==> config.mk <==
export PLATFORM = sky130hd
export DESIGN_NAME = led_pwm_multi_flat
export DESIGN_NICKNAME = d
export VERILOG_FILES = /design/src/rtl/led_pwm_multi_if.sv /design/src/rtl/led_pwm_multi.sv /design/src/flat_wrapper.sv
export SDC_FILE = /design/constraint.sdc
export NUM_CORES = 1
export LEC_CHECK = 0
export CAP_MARGIN = 20
export CORE_ASPECT_RATIO = 0.5
export CORE_UTILIZATION = 34
export DETAILED_ROUTE_END_ITERATION = 10
export GPL_ROUTABILITY_DRIVEN = 0
export PLACE_DENSITY = 0.6
export SLEW_MARGIN = 20
export SYNTH_ARGS = -nofsm -noshare
export SYNTH_HDL_FRONTEND = slang
export SYNTH_SLANG_ARGS = --single-unit
==> constraint.sdc <==
create_clock -name clk -period 11.6 [get_ports clk]
set_input_delay 2.9 -clock clk [delete_from_list [all_inputs] [get_ports clk]]
set_output_delay 2.9 -clock clk [all_outputs]
set_load 0.01 [all_outputs]
==> src/rtl/led_pwm_multi_if.sv <==
// Configuration write port of led_pwm_multi: a host-driven write strobe with
// a one-cycle-later accept/reject pulse back from the LED driver.
interface led_pwm_multi_if #(
    parameter int PWM_W = 8,
    parameter int PER_W = 16
);
    // cfg_wr is a valid-only strobe; the slave is always ready, so every cycle
    // with cfg_wr=1 is a transfer, answered next cycle by exactly one of cfg_ack/cfg_err.
    logic             cfg_wr;
    logic [3:0]       cfg_ch;
    logic [1:0]       cfg_mode;
    logic [PWM_W-1:0] cfg_duty;
    logic [PER_W-1:0] cfg_period;
    logic             cfg_ack;
    logic             cfg_err;

    modport master (
        output cfg_wr, cfg_ch, cfg_mode, cfg_duty, cfg_period,
        input  cfg_ack, cfg_err
    );

    modport slave (
        input  cfg_wr, cfg_ch, cfg_mode, cfg_duty, cfg_period,
        output cfg_ack, cfg_err
    );
endinterface

==> src/rtl/led_pwm_multi.sv <==
// Multi-channel LED driver: per-channel off/on/blink/breathe mode with PWM
// brightness, reprogrammable at run time through a single-cycle write port.
module led_pwm_multi #(
    parameter int CH_NUM     = 4,
    parameter int PRESCALE   = 41667,
    parameter int PWM_W      = 8,
    parameter int PER_W      = 16,
    parameter bit ACTIVE_LOW = 1'b0
) (
    input  logic              clk,
    input  logic              reset,
    led_pwm_multi_if.slave    cfg,
    output logic [CH_NUM-1:0] led_out
);
    localparam int PRE_W = (PRESCALE > 1) ? $clog2(PRESCALE) : 1;
    localparam logic [PWM_W-1:0] L_MAX = '1;

    typedef enum logic [1:0] {
        MODE_OFF     = 2'b00,
        MODE_ON      = 2'b01,
        MODE_BLINK   = 2'b10,
        MODE_BREATHE = 2'b11
    } mode_t;

    logic [PRE_W-1:0]  pre_cnt;
    logic              tick;
    logic [PWM_W-1:0]  pwm_cnt;
    logic              cfg_ok;

    mode_t             mode_q    [CH_NUM];
    logic [PWM_W-1:0]  duty_q    [CH_NUM];
    logic [PER_W-1:0]  period_q  [CH_NUM];
    logic [PER_W-1:0]  blink_cnt [CH_NUM];
    logic              phase_q   [CH_NUM];
    logic [PWM_W-1:0]  ramp_q    [CH_NUM];
    logic              ramp_up   [CH_NUM];
    logic [PWM_W-1:0]  level     [CH_NUM];

    logic [CH_NUM-1:0] sel;
    logic [CH_NUM-1:0] blink_last;
    logic [CH_NUM-1:0] lit;

    assign tick   = (pre_cnt == PRE_W'(PRESCALE - 1));
    // Full 4-bit index is compared, so out-of-range channels are rejected, not aliased.
    assign cfg_ok = ({1'b0, cfg.cfg_ch} < 5'(CH_NUM));

    always_comb begin
        sel        = '0;
        blink_last = '0;
        lit        = '0;
        for (int i = 0; i < CH_NUM; i++) begin
            level[i] = '0;
            sel[i]   = cfg.cfg_wr && (cfg.cfg_ch == 4'(i));
            // A zero period behaves as a one-tick half-period.
            blink_last[i] = (period_q[i] == '0) || (blink_cnt[i] >= period_q[i] - 1'b1);
            case (mode_q[i])
                MODE_ON:      level[i] = duty_q[i];
                MODE_BLINK:   level[i] = phase_q[i] ? duty_q[i] : '0;
                MODE_BREATHE: level[i] = ramp_q[i];
                default:      level[i] = '0;
            endcase
            lit[i] = (level[i] == L_MAX) || (pwm_cnt < level[i]);
        end
    end

    always_ff @(posedge clk or posedge reset) begin
        if (reset) begin
            pre_cnt     <= '0;
            pwm_cnt     <= '0;
            cfg.cfg_ack <= 1'b0;
            cfg.cfg_err <= 1'b0;
            led_out     <= {CH_NUM{ACTIVE_LOW}};
            for (int i = 0; i < CH_NUM; i++) begin
                mode_q[i]    <= MODE_OFF;
                duty_q[i]    <= '0;
                period_q[i]  <= '0;
                blink_cnt[i] <= '0;
                phase_q[i]   <= 1'b0;
                ramp_q[i]    <= '0;
                ramp_up[i]   <= 1'b0;
            end
        end else begin
            pre_cnt     <= tick ? '0 : pre_cnt + 1'b1;
            pwm_cnt     <= pwm_cnt + 1'b1;
            cfg.cfg_ack <= cfg.cfg_wr && cfg_ok;
            cfg.cfg_err <= cfg.cfg_wr && !cfg_ok;
            led_out     <= lit ^ {CH_NUM{ACTIVE_LOW}};
            for (int i = 0; i < CH_NUM; i++) begin
                if (sel[i]) begin
                    // A write restarts the channel and wins over a coincident tick.
                    mode_q[i]    <= mode_t'(cfg.cfg_mode);
                    duty_q[i]    <= cfg.cfg_duty;
                    period_q[i]  <= cfg.cfg_period;
                    blink_cnt[i] <= '0;
                    phase_q[i]   <= 1'b1;
                    ramp_q[i]    <= '0;
                    ramp_up[i]   <= 1'b1;
                end else if (tick) begin
                    if (blink_last[i]) begin
                        blink_cnt[i] <= '0;
                        phase_q[i]   <= !phase_q[i];
                    end else begin
                        blink_cnt[i] <= blink_cnt[i] + 1'b1;
                    end
                    // Triangle ramp: direction flips on arrival at an endpoint,
                    // so each endpoint lasts exactly one tick.
                    if (ramp_up[i]) begin
                        ramp_q[i] <= ramp_q[i] + 1'b1;
                        if (ramp_q[i] == L_MAX - 1'b1) ramp_up[i] <= 1'b0;
                    end else begin
                        ramp_q[i] <= ramp_q[i] - 1'b1;
                        if (ramp_q[i] == PWM_W'(1)) ramp_up[i] <= 1'b1;
                    end
                end
            end
        end
    end
endmodule

==> src/flat_wrapper.sv <==
// flat-port wrapper written by rule: the top's interface ports become plain ports
module led_pwm_multi_flat 
#(
    parameter int CH_NUM     = 4,
    parameter int PRESCALE   = 41667,
    parameter int PWM_W      = 8,
    parameter int PER_W      = 16,
    parameter bit ACTIVE_LOW = 1'b0
)
  (clk, reset, led_out, cfg_cfg_wr, cfg_cfg_ch, cfg_cfg_mode, cfg_cfg_duty, cfg_cfg_period, cfg_cfg_ack, cfg_cfg_err);
  led_pwm_multi_if #(.PWM_W(PWM_W), .PER_W(PER_W)) cfg_i ();
  input  logic clk;
  input  logic reset;
  output logic [CH_NUM-1:0] led_out;
  input wire logic [$bits(cfg_i.cfg_wr)-1:0] cfg_cfg_wr;
  input wire logic [$bits(cfg_i.cfg_ch)-1:0] cfg_cfg_ch;
  input wire logic [$bits(cfg_i.cfg_mode)-1:0] cfg_cfg_mode;
  input wire logic [$bits(cfg_i.cfg_duty)-1:0] cfg_cfg_duty;
  input wire logic [$bits(cfg_i.cfg_period)-1:0] cfg_cfg_period;
  output wire logic [$bits(cfg_i.cfg_ack)-1:0] cfg_cfg_ack;
  output wire logic [$bits(cfg_i.cfg_err)-1:0] cfg_cfg_err;
  assign cfg_i.cfg_wr = cfg_cfg_wr;
  assign cfg_i.cfg_ch = cfg_cfg_ch;
  assign cfg_i.cfg_mode = cfg_cfg_mode;
  assign cfg_i.cfg_duty = cfg_cfg_duty;
  assign cfg_i.cfg_period = cfg_cfg_period;
  assign cfg_cfg_ack = cfg_i.cfg_ack;
  assign cfg_cfg_err = cfg_i.cfg_err;
  led_pwm_multi #(.CH_NUM(CH_NUM), .PRESCALE(PRESCALE), .PWM_W(PWM_W), .PER_W(PER_W), .ACTIVE_LOW(ACTIVE_LOW)) u_core (.clk(clk), .reset(reset), .cfg(cfg_i), .led_out(led_out));
endmodule
Figure 1. The metal 1 layer.
Drawn at 1.5 px/µm. Cells faint in the background.
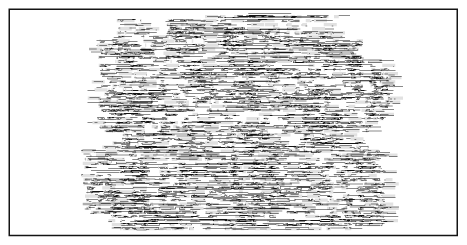
wire length on this layer = 18400 µm
nets with wire on the layer = 1652
total via count after detailed routing: 11600
aggregate routed wire length: 35.8 mm
met1 layer usage reported by global route: 23.7%

==> out/highlights.md <==
## Run status
* complete, no violations — status

## Layout
* sky130_fd_sc_hd__nand2_1, sky130_fd_sc_hd__dfrtp_1, sky130_fd_sc_hd__nor2_1 — most numerous logic cells after layout
* 2229 — final instance count without filler cells
* 1286 — multi-input gate count
* 39 — clock tree buffer count of the final layout
* 39.0% — final core utilization
* 51.0% — fraction of area in multi-input gates
* sky130_fd_sc_hd__nand2_1 — most frequent logic cell in the layout
* 1 — antenna cells
* 11.7% — Area growth, synth to finish
* 47 — non-clock buffer count in the final layout
* 2.72% — layout buffering overhead excluding clock cells
* 5.18% — fraction of area in clock buffers and inverters

## Logic synthesis
* 1789 — net count entering floorplan
* 12.2% — complex-gate fraction of the synthesized area
* 1637 — cell count in the Yosys report
* 100% — fraction of registers with async set or reset after synthesis
* 10.0% — post-synthesis adder-cell area fraction
* 2.23% — mux contribution to synthesized area
* 8.42% — XOR-XNOR Cells, Area Fraction
* sky130_fd_sc_hd__dfrtp_1 — most used flip-flop cell after synthesis
* 40.1% — Synth Seq Share
* sky130_fd_sc_hd__nand2_1, sky130_fd_sc_hd__dfrtp_1, sky130_fd_sc_hd__nor2_1, sky130_fd_sc_hd__ha_1, sky130_fd_sc_hd__xnor2_1 — top cell types by occurrence after synthesis
* sky130_fd_sc_hd__dfrtp_1 — cell type with the highest aggregate area in the netlist
* 24.0% — and+or+nand+nor area frac
* sky130_fd_sc_hd__nand2_1 — top-count cell post-synth
* sky130_fd_sc_hd__dfrtp_1, sky130_fd_sc_hd__ha_1, sky130_fd_sc_hd__nand2_1 — Main area contributors
* 238 — Post-synth regs

## STA
* 48.0% — final cycle utilization of the critical path
* 5570 ps — clock period minus final worst setup slack
* 39.8% — worst relative slew slack
* 6030 ps — PnR worst setup slack

## Setup path
* 12050 ps — crit path DRT
* in -> reg — critical path class
* 42 — largest fanout on the critical path
* u_core.blink_cnt[36] — reg2reg end
* 8 — Levels on crit path
* clkdlybuf4s50_1 > or3b_1 > clkinv_4 > and3_2 > nor2_1 > a31oi_2 > nor2_1 > a41oi_1 — cells traversed along the worst timing path
* 7790 ps — r2r setup slk
* 800 ps — peak per-stage delay on the critical path

## Floorplanning
* 42600 µm² — core footprint
* 577 — tap cells
* 39 — number of top-level design ports
* 53 — row count
* 34.9% — Starting Density

## Routing
* 5.20 — Vias per Instance
* 18.4 mm — met1 wire length
* 0 — # DRC
* 1.32 mm — routed length on met3

## Power and ir drop
* 31.8% — clock network fraction of total power
* 32.9% — switching power share of the total
* 7.24 nW — static power due to leakage
* 0.874 mW — NetSw
* 43.7% — part of the total power dissipated in sequential elements

## CTS
* 238 — count of clock tree sinks
* 0 — hold buffer count at cts
* 26 — number of buffers inserted during clock tree synthesis
* built — clock tree from TritonCTS
* 540 ps — clock insertion delay at the later pin of the skew report
* 3 — CTS max path bufs
* 1 — CTS H-tree depth

## Job
* 0 — number of max-cap violations

## GRT
* met2 — most heavily used metal layer in global routing
* 16.3% — Global Route Usage Sum
* 98 — pin count of the biggest net entering global routing
* 1 — antenna violations before repair

## Hold path
* u_core.duty_q[31] — destination of the worst hold path
* 2 — hold depth
* u_core.duty_q[31] — Min-Delay Startpoint
* reg -> reg — Hold WC Path Type

## Placed design
* 38 — number of port buffers
* 25.1 mm — post-detailed-placement half-perimeter wirelength

Figure 2. M4 wires.
Drawn at 1 px/µm. Cells faint in the background.
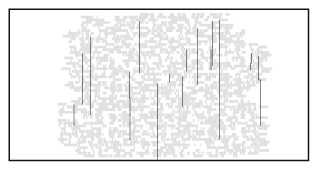
nets with wire on the layer = 9
share of all routed wire = 2.1%

[power by group through the flow]
stage	combinational [mW]	sequential, mW	clock [mW]
floorplan	0.542	1.09	0
detailed placement	0.654	1.17	0
finish	0.651	1.16	0.844
global route	0.750	1.19	0.905
global placement	0.639	1.17	0
CTS	0.657	1.16	0.868
[registers in the layout, indices dropped and copies added (netlist names)]
| signal | flops |
|---|---|
| u_core.mode_q | 8 |
| u_core.period_q | 64 |
| u_core.blink_cnt | 64 |
| u_core.cfg.cfg_err | 1 |
| u_core.led_out | 4 |
| u_core.ramp_up | 4 |
| u_core.duty_q | 32 |
| u_core.pre_cnt | 16 |
| u_core.ramp_q | 32 |
| u_core.cfg.cfg_ack | 1 |
| u_core.pwm_cnt | 8 |
| u_core.phase_q | 4 |
Power and IR drop assume default switching activity.
